--- config.mk ---
export PLATFORM = sky130hd
export DESIGN_NAME = apb_master
export DESIGN_NICKNAME = d
export VERILOG_FILES = /design/src/rtl/apb_master.sv
export SDC_FILE = /design/constraint.sdc
export NUM_CORES = 1
export LEC_CHECK = 0
export CAP_MARGIN = 0
export CELL_PAD_IN_SITES_DETAIL_PLACEMENT = 1
export CELL_PAD_IN_SITES_GLOBAL_PLACEMENT = 2
export CORE_ASPECT_RATIO = 1.5
export CORE_MARGIN = 3
export CORE_UTILIZATION = 23
export CTS_CLUSTER_DIAMETER = 200
export CTS_CLUSTER_SIZE = 14
export DETAILED_ROUTE_END_ITERATION = 16
export GPL_TIMING_DRIVEN = 0
export HOLD_SLACK_MARGIN = 0.06
export PLACE_DENSITY_LB_ADDON = 0.08
export SKIP_CTS_REPAIR_TIMING = 1
export SYNTH_ARGS = -nofsm -noshare
export SYNTH_HDL_FRONTEND = slang
export SYNTH_SLANG_ARGS = --single-unit
--- constraint.sdc ---
create_clock -name pclk -period 4.6 [get_ports pclk]
set_clock_uncertainty 0.15 [all_clocks]
set_input_delay 1.15 -clock pclk [delete_from_list [all_inputs] [get_ports pclk]]
set_output_delay 1.15 -clock pclk [all_outputs]
set_load 0.02 [all_outputs]
--- src/rtl/apb_master.sv ---
// APB requester: accepts single read/write commands on a valid/ready port, runs the
// SETUP/ACCESS sequence and reports completion as a one-cycle response pulse.
module apb_master #(
  parameter int ADDR_W  = 32,
  parameter int DATA_W  = 32,
  parameter int TIMEOUT = 16
) (
  input  logic              pclk,
  input  logic              presetn,
  // command port
  input  logic              cmd_valid,
  output logic              cmd_ready,
  input  logic              cmd_write,
  input  logic [ADDR_W-1:0] cmd_addr,
  input  logic [DATA_W-1:0] cmd_wdata,
  // response port
  output logic              rsp_valid,
  output logic [DATA_W-1:0] rsp_rdata,
  output logic              rsp_slverr,
  output logic              rsp_timeout,
  output logic              busy,
  // APB requester side
  output logic [ADDR_W-1:0] paddr,
  output logic              psel,
  output logic              penable,
  output logic              pwrite,
  output logic [DATA_W-1:0] pwdata,
  input  logic [DATA_W-1:0] prdata,
  input  logic              pready,
  input  logic              pslverr
);

  localparam int               CNT_W    = (TIMEOUT > 1) ? $clog2(TIMEOUT) : 1;
  localparam logic [CNT_W-1:0] CNT_LAST = CNT_W'((TIMEOUT > 0) ? TIMEOUT - 1 : 0);
  localparam bit               TO_EN    = (TIMEOUT != 0);

  typedef enum logic [1:0] {
    IDLE   = 2'd0,
    SETUP  = 2'd1,
    ACCESS = 2'd2
  } state_t;

  state_t            state_reg, state_next;
  logic [CNT_W-1:0]  cnt_reg, cnt_next;
  logic [ADDR_W-1:0] paddr_reg, paddr_next;
  logic              pwrite_reg, pwrite_next;
  logic [DATA_W-1:0] pwdata_reg, pwdata_next;
  logic              psel_reg, psel_next;
  logic              penable_reg, penable_next;
  logic              rsp_valid_reg, rsp_valid_next;
  logic              rsp_slverr_reg, rsp_slverr_next;
  logic              rsp_timeout_reg, rsp_timeout_next;
  logic [DATA_W-1:0] rsp_rdata_reg, rsp_rdata_next;

  assign cmd_ready = (state_reg == IDLE) && presetn;

  always_comb begin
    state_next       = state_reg;
    cnt_next         = cnt_reg;
    paddr_next       = paddr_reg;
    pwrite_next      = pwrite_reg;
    pwdata_next      = pwdata_reg;
    rsp_valid_next   = 1'b0;
    rsp_slverr_next  = 1'b0;
    rsp_timeout_next = 1'b0;
    rsp_rdata_next   = '0;

    case (state_reg)
      IDLE: begin
        if (cmd_valid && cmd_ready) begin
          state_next  = SETUP;
          cnt_next    = '0;
          paddr_next  = cmd_addr;
          pwrite_next = cmd_write;
          pwdata_next = cmd_wdata;
        end
      end
      SETUP: begin
        state_next = ACCESS;
      end
      ACCESS: begin
        if (pready) begin
          state_next      = IDLE;
          rsp_valid_next  = 1'b1;
          rsp_slverr_next = pslverr;
          rsp_rdata_next  = (!pwrite_reg && !pslverr) ? prdata : '0;
        end else begin
          cnt_next = cnt_reg + CNT_W'(1);
          // cnt_reg counts the wait cycles already spent, so this is the last allowed one
          if (TO_EN && (cnt_reg == CNT_LAST)) begin
            state_next       = IDLE;
            rsp_valid_next   = 1'b1;
            rsp_slverr_next  = 1'b1;
            rsp_timeout_next = 1'b1;
          end
        end
      end
      default: begin
        state_next = IDLE;
      end
    endcase

    psel_next    = (state_next == SETUP) || (state_next == ACCESS);
    penable_next = (state_next == ACCESS);
  end

  always_ff @(posedge pclk) begin
    if (!presetn) begin
      state_reg       <= IDLE;
      cnt_reg         <= '0;
      paddr_reg       <= '0;
      pwrite_reg      <= 1'b0;
      pwdata_reg      <= '0;
      psel_reg        <= 1'b0;
      penable_reg     <= 1'b0;
      rsp_valid_reg   <= 1'b0;
      rsp_slverr_reg  <= 1'b0;
      rsp_timeout_reg <= 1'b0;
      rsp_rdata_reg   <= '0;
    end else begin
      state_reg       <= state_next;
      cnt_reg         <= cnt_next;
      paddr_reg       <= paddr_next;
      pwrite_reg      <= pwrite_next;
      pwdata_reg      <= pwdata_next;
      psel_reg        <= psel_next;
      penable_reg     <= penable_next;
      rsp_valid_reg   <= rsp_valid_next;
      rsp_slverr_reg  <= rsp_slverr_next;
      rsp_timeout_reg <= rsp_timeout_next;
      rsp_rdata_reg   <= rsp_rdata_next;
    end
  end

  assign paddr       = paddr_reg;
  assign pwrite      = pwrite_reg;
  assign pwdata      = pwdata_reg;
  assign psel        = psel_reg;
  assign penable     = penable_reg;
  assign busy        = psel_reg;
  assign rsp_valid   = rsp_valid_reg;
  assign rsp_slverr  = rsp_slverr_reg;
  assign rsp_timeout = rsp_timeout_reg;
  assign rsp_rdata   = rsp_rdata_reg;

endmodule

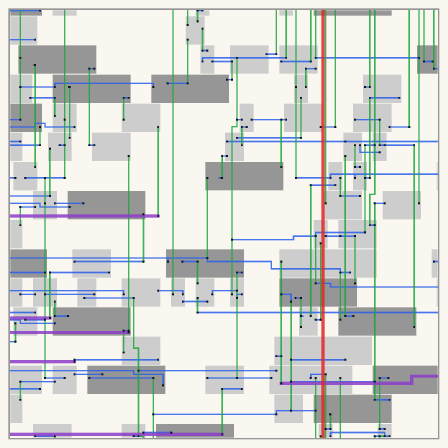
Figure 1: run 1, a small window of the routed layout.
Region (8, 102) to (48, 142) um. Cells in gray, sequential cells in the stronger gray; small squares are vias.
legend:
  metal 4:
    color: red
  metal 3:
    color: purple
  metal 1:
    color: blue
  metal 2:
    color: green
cells with their middle in the window: 60
sequential cells in the window: 13
most frequent: clkdlybuf4s50_1 (18), dfxtp_1 (13), nand2_1 (9)
netlist names of flops here include: rsp_rdata (6), paddr (3)

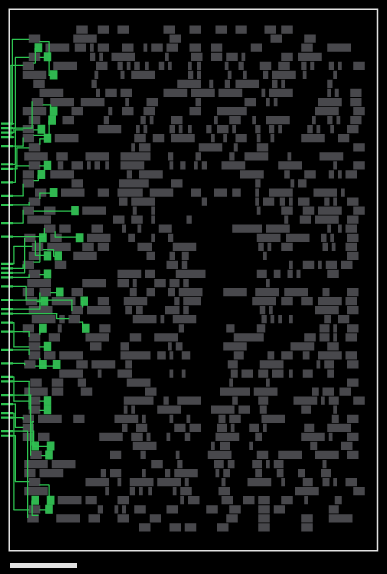
Figure 2: run 1, I/O nets highlighted.
The bar under the picture is 20 um long.
legend:
  prdata:
    color: green
    bits: 32
    direction: input
    edge: left
    end_cells: 32
    buffers: 32
    wire: 597 um

==> impl_summary.log <==
[metrics] run summary
INFO  metric antenna_violating_nets_post_route = 0
INFO  metric floorplan.die.width = 110 um
INFO  metric seq-power = 0.983 mW
INFO  metric layoutNonFillerInstCount = 823
INFO  metric met3_usage = 0.0549
INFO  metric cellPowerDensity = 316 nW/um^2
INFO  metric tns = 0 ns
INFO  metric overall_power = 2.00 mW
INFO  metric area.sequential = 2160 um^2
INFO  metric setup_viol_count_final = 0
INFO  metric std_cell_core_area = 15,800 um^2
INFO  metric result_of_the_run = complete, no violations
INFO  metric syn_area_per_cell = 9.39 um^2
INFO  metric power_frac_comb = 0.150
INFO  metric yosysTopAreaCell = sky130_fd_sc_hd__dfxtp_1
INFO  metric postSynthCellCount = 399
INFO  metric grt_busiest_layer = met2
INFO  metric synth-seq-cells = 108
INFO  metric mapped_nets = 503
INFO  metric synth_async_sr_flop_share = 0
INFO  metric maximum_capacitance_violations = 0
INFO  metric n_multi_input_combinational_cell = 262
INFO  metric overall_global_routing_resource_usage = 0.135
INFO  metric final.hold.worst_slack = 0.305 ns
INFO  metric critical_path_depth = 4
INFO  metric area.growth.synth_to_final = 68.7%
INFO  metric preCtsSetupSlack = 0.606 ns
INFO  metric num-nets-final = 719
INFO  metric synth-area-yosys = 3750 um^2
INFO  metric ys_cells = 399
INFO  metric detail_route.wirelength = 12.1 mm
INFO  metric cp-end-kind = primary output
INFO  metric cpMostUsedCell = sky130_fd_sc_hd__clkdlybuf4s50_1
INFO  metric timing_worst_slew_pin_value = 0.704 ns
INFO  metric route.top_layer_used = met4
INFO  metric finish.instance_area = 6320 um^2
INFO  metric post_route_cells_drive_above_1_share = 0.121
INFO  metric edf_count = 0
INFO  metric final_layout_top_logic_cell = sky130_fd_sc_hd__clkdlybuf4s50_1
INFO  metric cp_cell_sequence = clkdlybuf4s50_1 -> nand2b_1 -> nor2_1 -> clkdlybuf4s50_1
INFO  metric die_h = 162 um
INFO  metric tapCellCount = 203
INFO  metric ys_seq_frac = 0.577
INFO  metric critPathLaunch = presetn
INFO  metric worst-r2r-cell-count = 4
INFO  metric cts.reportedPaths.clkPinSlew = 0.07 ns
INFO  metric met3RoutedLength = 1.26 mm
INFO  metric firstDrtPassIters = 3
INFO  metric finish.utilization = 0.399
INFO  metric leading_post_synthesis_cells_by_instance_count = sky130_fd_sc_hd__nand2_1 (113), sky130_fd_sc_hd__dfxtp_1 (108), sky130_fd_sc_hd__a21oi_1 (46)
INFO  metric synthDistinctLibCells = 34
INFO  metric synth.mux.area_fraction = 0.00267
INFO  metric timing.hold.worst.class = flop to flop
INFO  metric path_buffers = 2
INFO  metric nNonClkBuffers = 231
INFO  metric overflow = 0
INFO  metric hold_depth = 2
INFO  metric largest_stage_delay_worst_path = 0.63 ns
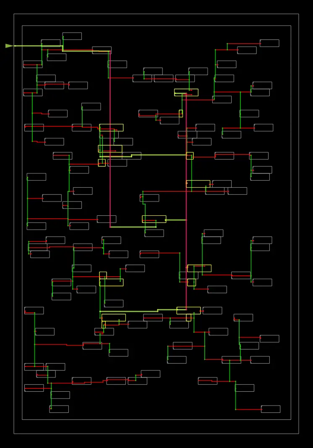
Figure 3: run 1, clock routing.
flip-flops: 108
worst-skew pair later-pin latency: 0.33 ns

Power is estimated from default activity; no workload was simulated.
